$ cat src/rtl/sha2_pkg.sv
// Shared definitions for the SHA-2 message-schedule expander: FSM states,
// per-width small-sigma rotation/shift amounts and default schedule lengths.
package sha2_pkg;

   typedef enum logic [1:0] {
      IDLE   = 2'd0,
      LOAD   = 2'd1,
      EXPAND = 2'd2
   } sched_state_e;

   localparam int WIN_DEPTH  = 16;
   localparam int ROUNDS_256 = 64;
   localparam int ROUNDS_512 = 80;

   // idx 0/1 select the two rotate amounts, idx 2 the plain right shift.
   function automatic int sigmaAmount(input int wordW, input int sel, input int idx);
      int amt;
      amt = 0;
      if (wordW == 64) begin
         if (sel == 0) amt = (idx == 0) ? 1  : (idx == 1) ? 8  : 7;
         else          amt = (idx == 0) ? 19 : (idx == 1) ? 61 : 6;
      end else begin
         if (sel == 0) amt = (idx == 0) ? 7  : (idx == 1) ? 18 : 3;
         else          amt = (idx == 0) ? 17 : (idx == 1) ? 19 : 10;
      end
      return amt;
   endfunction

   function automatic int defaultRounds(input int wordW);
      return (wordW == 64) ? ROUNDS_512 : ROUNDS_256;
   endfunction

endpackage

$ cat src/rtl/sched_sigma.sv
// Combinational SHA-2 small-sigma function: SEL=0 gives s0, SEL=1 gives s1,
// with constants chosen by WORD_W (32 = SHA-256, 64 = SHA-512).
module sched_sigma
   import sha2_pkg::*;
#(
   parameter int WORD_W = 32,
   parameter int SEL    = 0
) (
   input  logic [WORD_W-1:0] word_i,
   output logic [WORD_W-1:0] sigma_o
);

   localparam int ROT_A = sigmaAmount(WORD_W, SEL, 0);
   localparam int ROT_B = sigmaAmount(WORD_W, SEL, 1);
   localparam int SHR   = sigmaAmount(WORD_W, SEL, 2);

   if (!(WORD_W == 32 || WORD_W == 64)) begin : g_bad_width
      $error("sched_sigma: WORD_W must be 32 or 64");
   end
   if (!(SEL == 0 || SEL == 1)) begin : g_bad_sel
      $error("sched_sigma: SEL must be 0 (s0) or 1 (s1)");
   end

   function automatic logic [WORD_W-1:0] rotr(input logic [WORD_W-1:0] x, input int r);
      return (x >> r) | (x << (WORD_W - r));
   endfunction

   assign sigma_o = rotr(word_i, ROT_A) ^ rotr(word_i, ROT_B) ^ (word_i >> SHR);

endmodule

$ cat src/rtl/msg_schedule_expander.sv
// Streaming SHA-2 message schedule: loads a 16-word block, then emits W[0..ROUNDS-1].
// Optional feature: define SCHED_IDX_EN to add the out_idx port (current round t).
module msg_schedule_expander
   import sha2_pkg::*;
#(
   parameter int WORD_W = 32,
   parameter int ROUNDS = defaultRounds(WORD_W)
) (
   input  logic              clk,
   input  logic              rst_n,
   input  logic              in_valid,
   output logic              in_ready,
   input  logic [WORD_W-1:0] in_word,
   output logic              out_valid,
   input  logic              out_ready,
   output logic [WORD_W-1:0] out_word,
   output logic              busy,
   output logic              done
`ifdef SCHED_IDX_EN
   ,
   output logic [7:0]        out_idx
`endif
);

   if (!(WORD_W == 32 || WORD_W == 64)) begin : g_bad_width
      $error("msg_schedule_expander: WORD_W must be 32 or 64");
   end
   if (ROUNDS < 16 || ROUNDS > 256) begin : g_bad_rounds
      $error("msg_schedule_expander: ROUNDS must be in 16..256");
   end

   localparam logic [3:0] LAST_LOAD  = 4'd15;
   localparam logic [7:0] LAST_ROUND = 8'(ROUNDS - 1);

   sched_state_e      state_q, state_d;
   logic [WORD_W-1:0] win_q [WIN_DEPTH];
   logic [WORD_W-1:0] win_d [WIN_DEPTH];
   logic [7:0]        t_q, t_d;
   logic [3:0]        n_q, n_d;
   logic              done_q, done_d;

   logic              inFire, outFire;
   logic              shiftEn;
   logic [WORD_W-1:0] shiftWord;
   logic [WORD_W-1:0] sigma0, sigma1, schedNext;

   sched_sigma #(.WORD_W(WORD_W), .SEL(0)) u_sigma0 (
      .word_i  (win_q[1]),
      .sigma_o (sigma0)
   );

   sched_sigma #(.WORD_W(WORD_W), .SEL(1)) u_sigma1 (
      .word_i  (win_q[14]),
      .sigma_o (sigma1)
   );

   // Sum wraps naturally at WORD_W bits, giving the mod 2^WORD_W addition.
   assign schedNext = sigma1 + win_q[9] + sigma0 + win_q[0];

   assign in_ready  = (state_q != EXPAND);
   assign out_valid = (state_q == EXPAND);
   assign out_word  = win_q[0];
   assign busy      = (state_q != IDLE);
   assign done      = done_q;
`ifdef SCHED_IDX_EN
   assign out_idx   = t_q;
`endif

   assign inFire  = in_valid & in_ready;
   assign outFire = out_valid & out_ready;

   always_comb begin
      state_d   = state_q;
      t_d       = t_q;
      n_d       = n_q;
      done_d    = 1'b0;
      shiftEn   = 1'b0;
      shiftWord = in_word;
      unique case (state_q)
         IDLE: begin
            if (inFire) begin
               shiftEn = 1'b1;
               n_d     = 4'd1;
               state_d = LOAD;
            end
         end
         LOAD: begin
            if (inFire) begin
               shiftEn = 1'b1;
               n_d     = n_q + 4'd1;
               if (n_q == LAST_LOAD) begin
                  state_d = EXPAND;
                  t_d     = 8'd0;
               end
            end
         end
         EXPAND: begin
            if (outFire) begin
               shiftEn   = 1'b1;
               shiftWord = schedNext;
               t_d       = t_q + 8'd1;
               if (t_q == LAST_ROUND) begin
                  state_d = IDLE;
                  t_d     = 8'd0;
                  done_d  = 1'b1;
               end
            end
         end
         default: state_d = IDLE;
      endcase
   end

   // Loading and expanding both push one word into the top of the window.
   always_comb begin
      for (int i = 0; i < WIN_DEPTH; i++) begin
         win_d[i] = win_q[i];
      end
      if (shiftEn) begin
         for (int i = 0; i < WIN_DEPTH - 1; i++) begin
            win_d[i] = win_q[i+1];
         end
         win_d[WIN_DEPTH-1] = shiftWord;
      end
   end

   always_ff @(posedge clk or negedge rst_n) begin
      if (!rst_n) begin
         state_q <= IDLE;
         t_q     <= '0;
         n_q     <= '0;
         done_q  <= 1'b0;
         for (int i = 0; i < WIN_DEPTH; i++) begin
            win_q[i] <= '0;
         end
      end else begin
         state_q <= state_d;
         t_q     <= t_d;
         n_q     <= n_d;
         done_q  <= done_d;
         for (int i = 0; i < WIN_DEPTH; i++) begin
            win_q[i] <= win_d[i];
         end
      end
   end

endmodule

$ cat config.mk
export PLATFORM = sky130hd
export DESIGN_NAME = msg_schedule_expander
export DESIGN_NICKNAME = d
export VERILOG_FILES = /design/src/rtl/sha2_pkg.sv /design/src/rtl/sched_sigma.sv /design/src/rtl/msg_schedule_expander.sv
export SDC_FILE = /design/constraint.sdc
export NUM_CORES = 1
export LEC_CHECK = 0
export CORE_MARGIN = 10
export CORE_UTILIZATION = 30
export CTS_BUF_LIST = sky130_fd_sc_hd__clkbuf_4 sky130_fd_sc_hd__clkbuf_8
export CTS_CLUSTER_DIAMETER = 150
export CTS_CLUSTER_SIZE = 20
export DETAILED_ROUTE_END_ITERATION = 10
export HOLD_SLACK_MARGIN = 0.15
export PLACE_DENSITY_LB_ADDON = 0.08
export SLEW_MARGIN = 20
export SYNTH_ARGS = -nofsm -noshare
export SYNTH_HDL_FRONTEND = slang
export SYNTH_SLANG_ARGS = --single-unit
$ cat constraint.sdc
create_clock -name clk -period 4.27 [get_ports clk]
set_clock_uncertainty 0.15 [all_clocks]
set_input_delay 0.427 -clock clk [delete_from_list [all_inputs] [get_ports clk]]
set_output_delay 0.427 -clock clk [all_outputs]
set_load 0.05 [all_outputs]
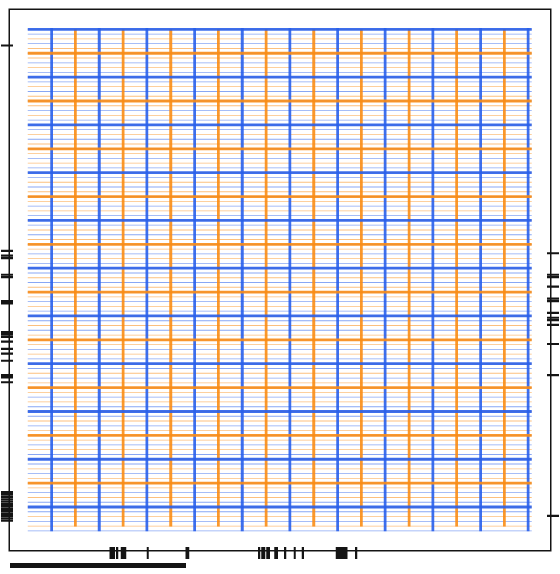
pdn.png
The bar under the picture is 100 um long. Pins as bars on the die edge.
color	net
blue	VSS
orange	VDD
rows	105
signal pins	72
met4 straps	21

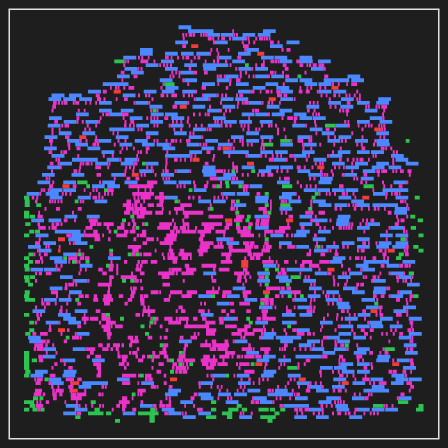
cell_classes.png
color	class	cells	share of their area
blue	flip-flops	527	50%
green	other buffers and delay cells	186	6.9%
red	clock drivers and dummy loads	33	1.7%
magenta	all other logic	2,078	42%

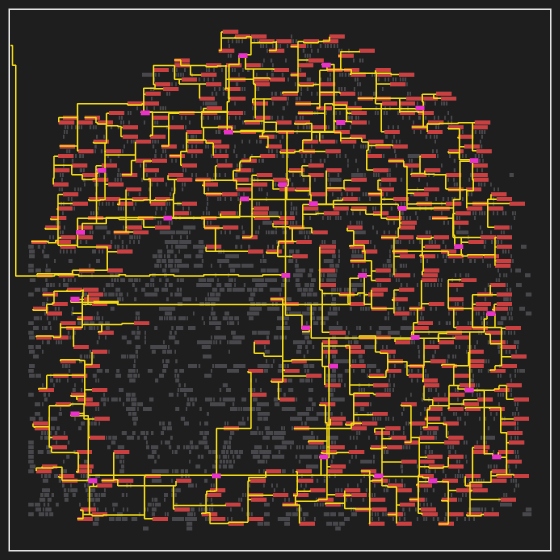
clock_map.png
[magenta] cells driving clock nets | count: 30
[yellow] clock wires | length: 7,350 um
[red] flip-flops | count: 527
routed clock nets	31
clock latency on the worst-skew pair: 0.73 ns

==> out/results.ini <==
[outcome]
status = completed

[clock_tree]
cts_buffer_depth = 3
cts_resized = 6
cts_hold_buf = 14
cts-root-buf = clkbuf_8

[final_timing]
tightestPinTransition_ns = 0.998
finalHoldViolations = 0
finalSetupTns_ns = 0
fin_ws_ns = 0.0573

[finish]
logic_gates = 1945
finish.instance_area_um2 = 27800
final-comb-area_um2 = 10500
nets = 2954
inverters = 133
dominant_cells = flip-flops and latches
fin_cells = 3895
final_cell_mix = 1,341 x nand2_1, 517 x dfrtp_1, 132 x inv_1

[worst_setup_path]
path_delay_family = adder cells
cp_max_fo = 4
critPathCapture = win_q[25]$_DFFE_PN0P_
timing.rr.end = win_q[25]$_DFFE_PN0P_
critPathSlowestCell = fa_2
end_kind = register
slowest_delay_ns = 0.60
path_cells = buf_4 -> xor2_4 -> xnor2_2 -> buf_4 -> fa_2 -> fa_1 -> inv_2 -> ha_4 -> nor2b_2 -> o211ai_1 -> buf_4 -> a31oi_4 -> o2111ai_2 -> nand2_2 -> and4_4 -> a2111oi_4

[placement]
placed_cells = 3837
place.gp.congestion = 0.857

[floorplan]
nWellTaps = 1070
dieArea_um2 = 94600
rows = 105
fp.dieW_um = 308

[global_route]
use_met3_pct = 2.08
grt.met1_usage_pct = 23.3
grtUsageTotal_pct = 15.7
grt_max_degree = 105

[logic_synthesis]
ys_warn_count = 0
top_area_cell = dfrtp_1
yosys_area_um2 = 24800
yosys.cell_count.top_type = nand2_1
ys_seq_share_pct = 53.2

[route]
drt_iter0_drc = 1226
drcViolationCount = 0

[job]
cap_viol_max_count = 0

sequential cells by signal, summed over array words and instances, names as in the netlist:
signal    cells
out_word     32
win_q       480
t_q           8
n_q           4
done          1
state_q       2
cells by family (layout without fill, tap and decap cells):
logic type	Yosys count	count (layout)	share of synthesized area, %
AND/OR/NAND/NOR	1459	1459	23.0
flip-flops	527	527	53.2
AND-OR/OR-AND	241	241	6.11
multiplexers	7	7	0.288
XOR/XNOR	143	143	5.05
adder cells (fa/ha/maj)	95	95	6.67
buffers and inverters	333	352	5.75
other	0	1	0
